===== src/rtl/bnn_ocr_pkg.sv =====
// Shared types and defaults for the OCR control path: sequencer state
// encoding and the frame/result geometry used by the sequencer.
package bnn_ocr_pkg;

    // Sequencer states; the numeric values are visible on state_dbg.
    typedef enum logic [2:0] {
        CLEAR     = 3'd0,
        LOAD      = 3'd1,
        WAIT_FULL = 3'd2,
        INFER     = 3'd3,
        WAIT_DONE = 3'd4,
        RESULT    = 3'd5
    } seq_state_t;

    // 900 pixel bits packed into bytes; the last byte carries 4 pixels.
    localparam int IMG_BYTES_C     = 113;
    localparam int RESULT_W_C      = 4;
    localparam int LOAD_TIMEOUT_C  = 1_000_000;
    localparam int INFER_TIMEOUT_C = 65_536;

endpackage


===== src/rtl/timeout_counter.sv =====
// Saturating watchdog counter. clear zeroes it, enable advances it, and
// reached is high in the cycle whose closing edge brings the count to
// LIMIT, so the owner can abort on that same edge.
module timeout_counter #(
    parameter int LIMIT = 1000
) (
    input  logic clk,
    input  logic rst_n,
    input  logic clear,
    input  logic enable,
    output logic reached
);

    localparam int W = $clog2(LIMIT + 1);
    localparam logic [W-1:0] LIMIT_C = W'(LIMIT);
    localparam logic [W-1:0] LAST_C  = W'(LIMIT - 1);

    logic [W-1:0] count_reg;

    // Count enabled cycles, holding at LIMIT instead of wrapping.
    always_ff @(posedge clk or negedge rst_n) begin
        if (!rst_n) begin
            count_reg <= '0;
        end else if (clear) begin
            count_reg <= '0;
        end else if (enable && (count_reg != LIMIT_C)) begin
            count_reg <= count_reg + 1'b1;
        end
    end

    assign reached = enable && !clear && (count_reg >= LAST_C);

endmodule


===== src/rtl/inference_sequencer.sv =====
// Top-level OCR control: streams received bytes into the image buffer,
// launches one BNN inference per full frame, holds the digit for the host
// until acknowledged, and recovers from stalled loads or a hung core.
module inference_sequencer
    import bnn_ocr_pkg::*;
#(
    parameter int IMG_BYTES     = IMG_BYTES_C,
    parameter int LOAD_TIMEOUT  = LOAD_TIMEOUT_C,
    parameter int INFER_TIMEOUT = INFER_TIMEOUT_C,
    parameter int RESULT_W      = RESULT_W_C
) (
    input  logic                clk,
    input  logic                rst_n,
    input  logic                rx_valid,
    input  logic [7:0]          rx_byte,
    output logic                rx_ready,
    input  logic                host_clear,
    output logic                buf_clear,
    output logic                buf_write_request,
    output logic [7:0]          buf_data,
    input  logic                buf_write_ready,
    input  logic                buf_full,
    output logic                bnn_start,
    input  logic                bnn_done,
    input  logic [RESULT_W-1:0] bnn_result,
    output logic                result_valid,
    output logic [RESULT_W-1:0] result_digit,
    input  logic                result_ack,
    output logic                busy,
    output logic                timeout_err,
    output logic [2:0]          state_dbg
);

    localparam logic [6:0] LAST_BYTE_C = 7'(IMG_BYTES - 1);

    seq_state_t          state_reg;
    logic [6:0]          byte_cnt_reg;
    logic                result_valid_reg;
    logic [RESULT_W-1:0] result_digit_reg;
    logic                timeout_err_reg;

    logic in_load;
    logic accept;
    logic load_reached;
    logic infer_reached;

    // Bytes only move while loading; a host abort suppresses the write so
    // nothing of the aborted frame reaches the buffer in that cycle.
    assign in_load           = (state_reg == LOAD);
    assign rx_ready          = in_load & buf_write_ready;
    assign accept            = rx_valid & rx_ready & ~host_clear;
    assign buf_write_request = accept;
    assign buf_data          = rx_byte;

    assign buf_clear    = (state_reg == CLEAR);
    assign bnn_start    = (state_reg == INFER) & ~host_clear;
    assign busy         = !(in_load && (byte_cnt_reg == 7'd0));
    assign result_valid = result_valid_reg;
    assign result_digit = result_digit_reg;
    assign timeout_err  = timeout_err_reg;
    assign state_dbg    = state_reg;

    // Idle gap between bytes; only armed once a frame has started.
    timeout_counter #(
        .LIMIT (LOAD_TIMEOUT)
    ) u_load_timer (
        .clk     (clk),
        .rst_n   (rst_n),
        .clear   (!in_load || accept),
        .enable  (in_load && (byte_cnt_reg != 7'd0)),
        .reached (load_reached)
    );

    // Time since launch; runs only while waiting for the core.
    timeout_counter #(
        .LIMIT (INFER_TIMEOUT)
    ) u_infer_timer (
        .clk     (clk),
        .rst_n   (rst_n),
        .clear   (state_reg != WAIT_DONE),
        .enable  (state_reg == WAIT_DONE),
        .reached (infer_reached)
    );

    // Sequencer FSM with registered result and timeout pulse.
    always_ff @(posedge clk or negedge rst_n) begin
        if (!rst_n) begin
            state_reg        <= CLEAR;
            byte_cnt_reg     <= 7'd0;
            result_valid_reg <= 1'b0;
            result_digit_reg <= '0;
            timeout_err_reg  <= 1'b0;
        end else begin
            timeout_err_reg <= 1'b0;
            if (host_clear) begin
                state_reg        <= CLEAR;
                result_valid_reg <= 1'b0;
            end else begin
                case (state_reg)
                    CLEAR: begin
                        byte_cnt_reg     <= 7'd0;
                        result_valid_reg <= 1'b0;
                        state_reg        <= LOAD;
                    end
                    LOAD: begin
                        if (accept) begin
                            byte_cnt_reg <= byte_cnt_reg + 7'd1;
                            if (byte_cnt_reg == LAST_BYTE_C) begin
                                state_reg <= WAIT_FULL;
                            end
                        end else if (load_reached) begin
                            // Partial frame is dropped; CLEAR wipes the buffer.
                            timeout_err_reg <= 1'b1;
                            state_reg       <= CLEAR;
                        end
                    end
                    WAIT_FULL: begin
                        if (buf_full) begin
                            state_reg <= INFER;
                        end
                    end
                    INFER: begin
                        state_reg <= WAIT_DONE;
                    end
                    WAIT_DONE: begin
                        // A completion in the expiry cycle still counts.
                        if (bnn_done) begin
                            result_digit_reg <= bnn_result;
                            result_valid_reg <= 1'b1;
                            state_reg        <= RESULT;
                        end else if (infer_reached) begin
                            timeout_err_reg <= 1'b1;
                            state_reg       <= CLEAR;
                        end
                    end
                    RESULT: begin
                        if (result_ack) begin
                            result_valid_reg <= 1'b0;
                            state_reg        <= CLEAR;
                        end
                    end
                    default: begin
                        state_reg <= CLEAR;
                    end
                endcase
            end
        end
    end

endmodule


===== config.mk =====
export PLATFORM = sky130hd
export DESIGN_NAME = inference_sequencer
export DESIGN_NICKNAME = d
export VERILOG_FILES = /design/src/rtl/bnn_ocr_pkg.sv /design/src/rtl/timeout_counter.sv /design/src/rtl/inference_sequencer.sv
export SDC_FILE = /design/constraint.sdc
export NUM_CORES = 1
export LEC_CHECK = 0
export ABC_AREA = 1
export CAP_MARGIN = 15
export CORE_MARGIN = 4
export CORE_UTILIZATION = 50
export CTS_BUF_LIST = sky130_fd_sc_hd__clkbuf_4 sky130_fd_sc_hd__clkbuf_8 sky130_fd_sc_hd__clkbuf_16
export DETAILED_ROUTE_END_ITERATION = 16
export PLACE_DENSITY = 0.82
export SYNTH_ARGS = -nofsm -noshare
export SYNTH_HDL_FRONTEND = slang
export SYNTH_SLANG_ARGS = --single-unit

===== constraint.sdc =====
create_clock -name clk -period 3.9 [get_ports clk]
set_input_delay 0.39 -clock clk [delete_from_list [all_inputs] [get_ports clk]]
set_output_delay 0.39 -clock clk [all_outputs]
set_load 0.005 [all_outputs]

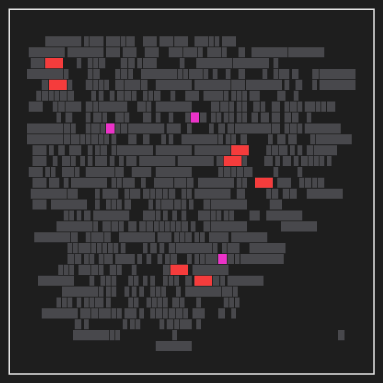
(images/gate_families.png)
(4 px per µm)
red -> adder and majority cells  # cells 7, most used ha_1
magenta -> AND and OR gates  # cells 3
final std cells w/o fill: 573
logic share of the area: 46.4%
most used logic cell in the final layout: nand2_1

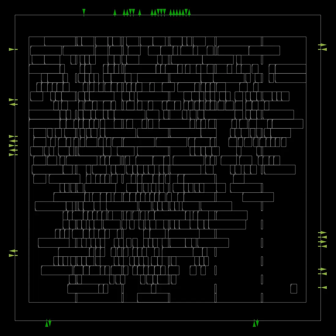
(images/final_placement.png)
Rows: 29
Seq Cell Count: 53
fillers: 573
core area: 0.00649 mm²
Seq area share: 35.1%

==> metrics.cfg <==
[global_routing]
grt_max_degree=36
grtUsageTotal_pct=19.1
grt_pass1_vias=2966
antenna_found_initial=0

[timing]
fin_crit_ps=2460
setup_violations=0
final_max_slew_viol_count=0
rsz0062_at_grt=false
skew_ps=6.50
tns_ps=0
fmax_mhz=406
worstMarginPinSlew_ps=818

[final_layout]
postLayoutCoreUtil_pct=58.2
stdcell_area_mm2=0.00378
seq_area_mm2=0.00133
drive_gt1_share_pct=8.06
area_growth_syn_to_layout_pct=10.2

[worst_setup_path]
required_ps=3510
critPathLaunchType=input pin
worstSetupPathType=input pin to output pin
crit_fanout=9
r2r_slack_ps=1960
r2r_end=state_dbg[0]
cp.arrival_ps=2070
r2r-start=u_infer_timer.count_reg[0]
r2r_cells=13
end_kind=output pin

[logic_synthesis]
synth.area.top_cells=dfrtp_1, nand2_1, nor2_1
ys_warn_count=0
numSynthFlops=53
edf_count=0
ys_types=38
yosysCellCount=475
synth_top_cell_by_area=dfrtp_1
syn_area_per_cell_um2=7.22
syn_inst=475
fp_nets=502
yosys.stat.seqShare_pct=38.7

[power_and_ir_drop]
p_comb_share_pct=21.4
seqPwrFrac_pct=47.5
swShare_pct=30.2
clockPowerShare_pct=31.1
totalPowerFinal_w=0.00123
p_leak_nw=1.76
p_int_w=0.000860
ir_worst_vdd_mv=0.217
power_density_mw_per_mm2=326

[routing]
drt-pass1-iter-count=4
drtAntennaViolNets=0
dr_wl_met3_um=281
drc=0
dr.max_layer_used=met4
vias=3020
wl_met2_mm=3.66

[clock_tree]
clock-sinks=53
cts_resized=0
cts_hold_buf=0
cts.clk_slew.worst_paths_ps=90
worstSkewPairLatency_ps=310
cts_buffers=5
tritoncts=built

[placed_design]
place_area_mm2=0.00366
dp_hpwl_mm=5.55
dp.cells=565
gp_congestion=0.887

[die]
fp-utilization_pct=52.8
die_h_um=90.8
dieWidth_um=90.8
die_area_mm2=0.00825

[hold_path]
holdCritPathClass=input pin to async pin

[status]
status=complete, no violations

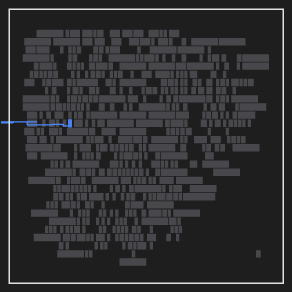
(images/port_nets.png)
(3 px per µm)
blue -> busy  # bits 1, direction output, end cells 1, buffers 1, wire 24.3 µm
num ports: 42
I/O Buffers: 25

==> layout by cell type, fill, tap and decap left out, types with 2 or more instances in the layout <==
cell	instances
nor2_1	65
dfrtp_1	53
nor2_8	2
o31ai_1	2
o21ai_0	16
clkbuf_8	5
nand4_1	14
clkdlybuf4s50_1	24
nor4_1	4
xor2_1	10
nand2_2	7
nand3_1	38
nand2_1	125
a21oi_1	14
nor3_1	11
xnor2_1	3
inv_2	6
inv_1	54
o21bai_1	3
a31oi_1	2
nor3_2	2
o21ai_2	3
o21ai_1	6
nand2_4	2
nor2_2	3
ha_1	7
==> how the worst max path moves through the flow <==
| stage | cells past startpoint | startpoint | slack (ps) | end |
|---|---|---|---|---|
| floorplan | 13 | u_infer_timer.count_reg[0] | 2250 | state_dbg[0] |
| global placement | 5 | host_clear | 1450 | buf_write_request |
| detailed placement | 5 | host_clear | 1440 | buf_write_request |
| CTS | 5 | host_clear | 1430 | buf_write_request |
| global route | 5 | host_clear | 1290 | buf_write_request |
| finish | 5 | host_clear | 1440 | buf_write_request |
==> power by group through the flow <==
stage / Clock, W / Combinational (W) / Sequential (W)
5_1_grt: 0.000416 / 0.000297 / 0.000588
3_3_place_gp: 0 / 0.000263 / 0.000595
2_1_floorplan: 0 / 0.000191 / 0.000595
4_1_cts: 0.000394 / 0.000266 / 0.000585
3_5_place_dp: 0 / 0.000265 / 0.000596
6_report: 0.000383 / 0.000264 / 0.000585
==> metal layers <==
metal,vias to the layer above,global-route usage (%)
met5,-,0
met4,0,5.78
met3,7,2.50
met2,62,33.1
met1,1397,24.9
li1,1554,-
==> metrics by stage <==
stage,hold slack [ps],worst slack (ps)
6_report,171,1440
5_1_grt,237,1290
4_1_cts,199,1430
3_5_place_dp,459,1440
3_3_place_gp,455,1450
2_1_floorplan,94.4,2250
==> logic make-up (layout without fill, tap and decap cells) <==
logic type	Yosys count	in the layout	synth area share (%)
AND/OR/NAND/NOR	281	281	37.6
buffers and inverters	74	95	10.2
flip-flops	53	53	38.7
AND-OR/OR-AND	47	47	7.70
XOR/XNOR	13	13	3.32
adder cells (fa/ha/maj)	7	7	2.55
==> cells in the mapped netlist (7+ instances only) <==
master,instances
nand2_1,125
nor2_1,65
inv_1,54
dfrtp_1,53
nand3_1,38
o21ai_0,16
a21oi_1,14
nand4_1,14
nor3_1,11
xor2_1,10
buf_4,9
ha_1,7
nand2_2,7
==> critical path, cell delays in order <==
cell             delay [ps]
clkdlybuf4s50_1         570
nor2_2                  350
nand2_2                 150
inv_1                   110
clkdlybuf4s50_1         510
==> area by class of cell <==
cell class	instances	area share [%]
well taps	77	2.55
repair buffers	26	6.69
inverters	61	6.19
multi-input cells	348	46.4
flip-flops and latches	53	35.1
clock inverters	2	1.03
clock buffers	6	2.02
No activity file was given, so power comes from the tool's default toggle rates.
